**config.mk**
```make
export PLATFORM = sky130hd
export DESIGN_NAME = ej32_core
export DESIGN_NICKNAME = d
export VERILOG_FILES = /design/src/rtl/ej32_core.sv
export SDC_FILE = /design/constraint.sdc
export NUM_CORES = 2
export LEC_CHECK = 0
export ABC_CLOCK_PERIOD_IN_PS = 6050
export CORE_UTILIZATION = 62
export CTS_CLUSTER_SIZE = 12
export DETAILED_ROUTE_END_ITERATION = 10
export HOLD_SLACK_MARGIN = 0.15
export PLACE_DENSITY = 0.8
export SYNTH_ARGS = -nofsm -noshare
export SYNTH_HDL_FRONTEND = slang
export SYNTH_SLANG_ARGS = --single-unit
```
**constraint.sdc**
```tcl
create_clock -name clk -period 6.05 [get_ports clk]
set_input_delay 0.9075 -clock clk [delete_from_list [all_inputs] [get_ports clk]]
set_output_delay 0.9075 -clock clk [all_outputs]
set_load 0.01 [all_outputs]
```
**src/rtl/ej32_core.sv**
```systemverilog
// ej32_core: byte-addressed 32-bit stack processor. Each instruction is a sequence of phases,
// with one access to the 8-bit memory port per cycle.
module ej32_core #(
  parameter int unsigned TIB      = 'h1000,
  parameter int unsigned OBUF     = 'h1400,
  parameter int unsigned DSZ      = 32,
  parameter int unsigned ASZ      = 17,
  parameter int unsigned SS_DEPTH = 32,
  parameter int unsigned RS_DEPTH = 32,
  localparam int unsigned SSW     = $clog2(SS_DEPTH),
  localparam int unsigned RSW     = $clog2(RS_DEPTH)
) (
  input  logic           clk,
  input  logic           clr,
  input  logic [7:0]     data_o_i,
  output logic [7:0]     data_o_o,
  output logic [ASZ-1:0] addr_o_o,
  output logic           write_o,
  output logic [7:0]     code_o,
  output logic [2:0]     phase_o,
  output logic [ASZ-1:0] p_o,
  output logic [ASZ-1:0] a_o,
  output logic [DSZ-1:0] t_o,
  output logic [DSZ-1:0] s_o,
  output logic [SSW-1:0] sp_o,
  output logic [RSW-1:0] rp_o
);

  localparam logic [7:0] OpDup     = 8'h59;
  localparam logic [7:0] OpPop     = 8'h57;
  localparam logic [7:0] OpSwap    = 8'h5f;
  localparam logic [7:0] OpIadd    = 8'h60;
  localparam logic [7:0] OpIsub    = 8'h64;
  localparam logic [7:0] OpIand    = 8'h7e;
  localparam logic [7:0] OpIor     = 8'h80;
  localparam logic [7:0] OpIxor    = 8'h82;
  localparam logic [7:0] OpReturn  = 8'hb1;
  localparam logic [7:0] OpBipush  = 8'h10;
  localparam logic [7:0] OpSipush  = 8'h11;
  localparam logic [7:0] OpGoto    = 8'ha7;
  localparam logic [7:0] OpIfeq    = 8'h99;
  localparam logic [7:0] OpInvoke  = 8'hb6;
  localparam logic [7:0] OpIaload  = 8'h2e;
  localparam logic [7:0] OpBaload  = 8'h33;
  localparam logic [7:0] OpIastore = 8'h4f;
  localparam logic [7:0] OpBastore = 8'h54;

  logic [ASZ-1:0] p_q, p_d, a_q, a_d;
  logic [DSZ-1:0] t_q, t_d;
  logic [SSW-1:0] sp_q, sp_d, ss_wa;
  logic [RSW-1:0] rp_q, rp_d, rs_wa;
  logic [2:0]     phase_q, phase_d;
  logic [7:0]     code_q, code_d;
  logic           ss_we, rs_we;

  logic [DSZ-1:0] ss_q [SS_DEPTH];
  logic [ASZ-1:0] rs_q [RS_DEPTH];

  logic [DSZ-1:0] s_val;
  logic [15:0]    off16;
  logic [ASZ-1:0] br_tgt;
  logic [1:0]     sel;
  logic           unused_cfg;

  assign unused_cfg = ^{TIB, OBUF};
  assign s_val      = ss_q[sp_q];
  // High operand byte is parked in A[15:8] during phase 1 of two-byte-operand opcodes.
  assign off16      = {a_q[15:8], data_o_i};
  assign br_tgt     = p_q - ASZ'(2) + {{(ASZ-16){off16[15]}}, off16};
  assign sel        = 2'(3'd5 - phase_q);
  assign rs_wa      = rp_q + RSW'(1);

  always_comb begin
    p_d      = p_q;
    a_d      = a_q;
    t_d      = t_q;
    sp_d     = sp_q;
    rp_d     = rp_q;
    code_d   = code_q;
    phase_d  = 3'd0;
    addr_o_o = a_q;
    write_o  = 1'b0;
    data_o_o = 8'h00;
    ss_we    = 1'b0;
    ss_wa    = sp_q + SSW'(1);
    rs_we    = 1'b0;
    if (phase_q == 3'd0) begin
      addr_o_o = p_q;
      code_d   = data_o_i;
      p_d      = p_q + ASZ'(1);
      phase_d  = 3'd1;
    end else begin
      case (code_q)
        8'h02, 8'h03, 8'h04, 8'h05, 8'h06, 8'h07, 8'h08: begin
          ss_we = 1'b1;
          sp_d  = sp_q + SSW'(1);
          t_d   = {{(DSZ-8){1'b0}}, code_q} - DSZ'(3);
        end
        OpDup: begin
          ss_we = 1'b1;
          sp_d  = sp_q + SSW'(1);
        end
        OpPop: begin
          t_d  = s_val;
          sp_d = sp_q - SSW'(1);
        end
        OpSwap: begin
          ss_we = 1'b1;
          ss_wa = sp_q;
          t_d   = s_val;
        end
        OpIadd, OpIsub, OpIand, OpIor, OpIxor: begin
          sp_d = sp_q - SSW'(1);
          case (code_q)
            OpIadd:  t_d = s_val + t_q;
            OpIsub:  t_d = s_val - t_q;
            OpIand:  t_d = s_val & t_q;
            OpIor:   t_d = s_val | t_q;
            default: t_d = s_val ^ t_q;
          endcase
        end
        OpReturn: begin
          p_d  = rs_q[rp_q];
          rp_d = rp_q - RSW'(1);
        end
        OpBipush: begin
          addr_o_o = p_q;
          p_d      = p_q + ASZ'(1);
          ss_we    = 1'b1;
          sp_d     = sp_q + SSW'(1);
          t_d      = {{(DSZ-8){data_o_i[7]}}, data_o_i};
        end
        OpSipush, OpGoto, OpIfeq, OpInvoke: begin
          addr_o_o = p_q;
          p_d      = p_q + ASZ'(1);
          if (phase_q == 3'd1) begin
            a_d[15:8] = data_o_i;
            phase_d   = 3'd2;
          end else begin
            case (code_q)
              OpSipush: begin
                ss_we = 1'b1;
                sp_d  = sp_q + SSW'(1);
                t_d   = {{(DSZ-16){off16[15]}}, off16};
              end
              OpGoto: p_d = br_tgt;
              OpIfeq: begin
                t_d  = s_val;
                sp_d = sp_q - SSW'(1);
                if (t_q == '0) p_d = br_tgt;
              end
              default: begin
                rs_we = 1'b1;
                rp_d  = rs_wa;
                p_d   = {{(ASZ-16){1'b0}}, off16};
              end
            endcase
          end
        end
        OpIaload, OpBaload: begin
          if (phase_q == 3'd1) begin
            a_d     = t_q[ASZ-1:0];
            phase_d = 3'd2;
          end else if (code_q == OpBaload) begin
            t_d = {{(DSZ-8){1'b0}}, data_o_i};
          end else begin
            t_d     = {t_q[DSZ-9:0], data_o_i};
            a_d     = a_q + ASZ'(1);
            phase_d = (phase_q == 3'd5) ? 3'd0 : phase_q + 3'd1;
          end
        end
        OpIastore, OpBastore: begin
          if (phase_q == 3'd1) begin
            a_d     = t_q[ASZ-1:0];
            t_d     = s_val;
            sp_d    = sp_q - SSW'(1);
            phase_d = 3'd2;
          end else begin
            write_o  = 1'b1;
            data_o_o = (code_q == OpBastore) ? t_q[7:0] : t_q[{sel, 3'b000} +: 8];
            a_d      = a_q + ASZ'(1);
            if (code_q == OpBastore || phase_q == 3'd5) begin
              t_d  = s_val;
              sp_d = sp_q - SSW'(1);
            end else begin
              phase_d = phase_q + 3'd1;
            end
          end
        end
        default: ;
      endcase
    end
  end

  always_ff @(posedge clk or negedge clr) begin
    if (!clr) begin
      p_q     <= '0;
      a_q     <= '0;
      t_q     <= '0;
      sp_q    <= '0;
      rp_q    <= '0;
      phase_q <= 3'd0;
      code_q  <= 8'h00;
    end else begin
      p_q     <= p_d;
      a_q     <= a_d;
      t_q     <= t_d;
      sp_q    <= sp_d;
      rp_q    <= rp_d;
      phase_q <= phase_d;
      code_q  <= code_d;
    end
  end

  // Stack storage is deliberately not cleared by reset.
  always_ff @(posedge clk) begin
    if (ss_we) ss_q[ss_wa] <= t_q;
    if (rs_we) rs_q[rs_wa] <= p_q + ASZ'(1);
  end

  assign code_o  = code_q;
  assign phase_o = phase_q;
  assign p_o     = p_q;
  assign a_o     = a_q;
  assign t_o     = t_q;
  assign s_o     = s_val;
  assign sp_o    = sp_q;
  assign rp_o    = rp_q;

endmodule

```
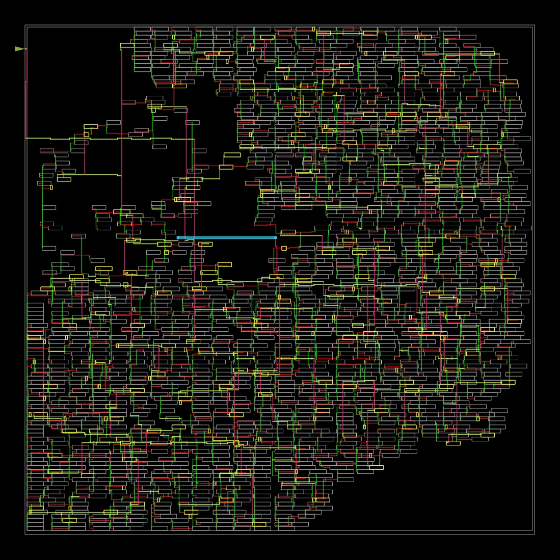
*Clock wiring as the flow saved it*
Latency at later pin: 0.80 ns
clock buffer count: 225
number of buffers inserted during clock tree synthesis: 166
count of flip-flops and latches: 1655

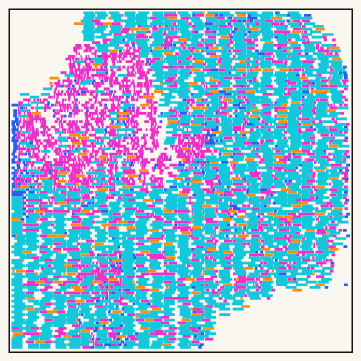
*Cells colored by class*
Drawn at 1 px/micron.
color	class	cells
blue	other buffers and delay cells	368
magenta	combinational and other logic	2349
cyan	flops	1655
orange	clock drivers and dummy loads	268
area of the core: 114000 sq um
share of the core filled with cells: 0.710
fraction of standard cell area that is sequential: 0.608
Rows: 124
cell area after layout: 81100 sq um

==> results.cfg <==
; synthesis and place-and-route metrics
[outcome]
result_of_the_run = finished clean

[cts]
cts.htree.levels = 4
max_root_sink_buffers = 3
clock_tree_from_tritoncts = built
post_cts_buffers = 0

[global_routing]
via_count_of_the_first_global_routing_pass = 44000
track_usage = 0.373

[synth]
ys_sh_xor = 0.0130
ys_seq_share = 0.690
yosys_cells = 4243
main_area_contributors = edfxtp_1 66%, mux4_2 10%, mux2i_1 3.1%, dfrtp_1 3.0%, ha_1 2.5%
top_cells_by_count = 1568 x edfxtp_1, 332 x mux4_2, 232 x nand2_1, 220 x mux2i_1, 183 x nor2_1
synth-async-reset-ratio = 0.0526
synth.logic.top_family = multiplexers

[place]
detailedPlace.worstSlack_ns = 0.596

[die]
boundaryPins = 155

[sta]
max_clock_freq_ghz = 0.174
tightest_slew_ns = 1.37
hold_viol_final = 0

[final_layout]
regArea_sq_um = 49300
num-multi-input-gates = 2194
nonClockInverterCount = 155
top_reg_by_flops = ss_q
final_cell_mix = 1568 x edfxtp_1, 332 x mux4_2, 231 x nand2_1
clock_tree_area_fraction = 0.0606
post_route_cells_drive_above_1_share = 0.188
comb_area_share = 0.259

[setup_path]
crit_top_cell = nand3_1
crit_path_end_kind = output pin
crit_required_ns = 5.14
critical_path_maximum_fanout = 11
regToRegStartpoint = sp_o[0]

[drt]
drt.antenna.violating_nets = 0
vias = 44900

[pwr]
power_density_nw_per_um2 = 561
design_power_total_mw = 45.5
worst_ir_drop_vdd_mv = 0.533
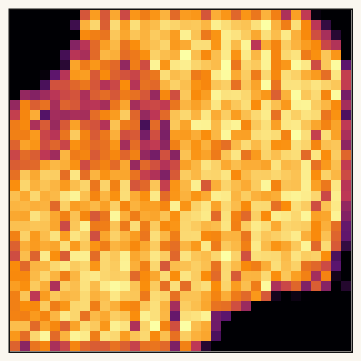
*Cell area per tile*
Drawn at 1 px/micron. 34 x 34 tiles, from black (low) to pale yellow (high), 0 to 100% covered.
emptiest ninth of the die	south-east
mean over tiles	68%
nearly empty tiles	11%
floorplan core density: 0.625

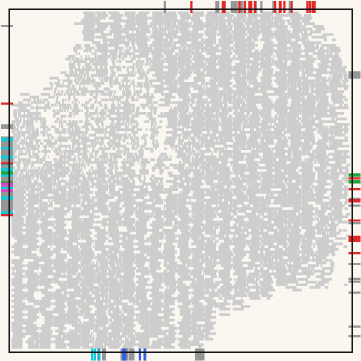
*Pin placement*
Drawn at 1 px/micron. Pins as bars across the die edge, other pins in gray.
color	port	pins	direction	edge
red	s_o	32	output	19 north, 10 east, 3 west
green	data_o_o	8	output	4 west, 4 east
blue	rp_o	5	output	south
cyan	p_o	17	output	14 west, 3 south
magenta	phase_o	3	output	west
all pins by edge	63 west, 34 north, 30 south, 28 east
buffers added on ports: 154
Die X-Extent: 341 microns
Die Ht: 341 microns

==> metal layers <==
metal / up-vias / track usage / share of wire
li1: 17600 / - / -
met1: 22400 / 0.495 / 0.33
met3: 817 / 0.108 / 0.15
met4: 12 / 0.188 / 0.059
met5: - / 0 / 0.00060
met2: 4111 / 0.570 / 0.46
==> report_power, final <==
group	leakage, nW	switching (mW)	internal (mW)	total [mW]
Sequential	15.2	0.863	14.8	15.6
Combinational	9.69	12.8	7.42	20.2
Clock	2.36	4.32	5.29	9.61
==> critical path: cells and delay by family (launching register included) <==
| family | cells | cell delay (ns) |
|---|---|---|
| flops | 1 | 0.46 |
| fa+ha+maj | 1 | 0.39 |
| buf+inv | 2 | 0.88 |
| simple gates | 5 | 2.33 |
Power and IR drop assume default switching activity.
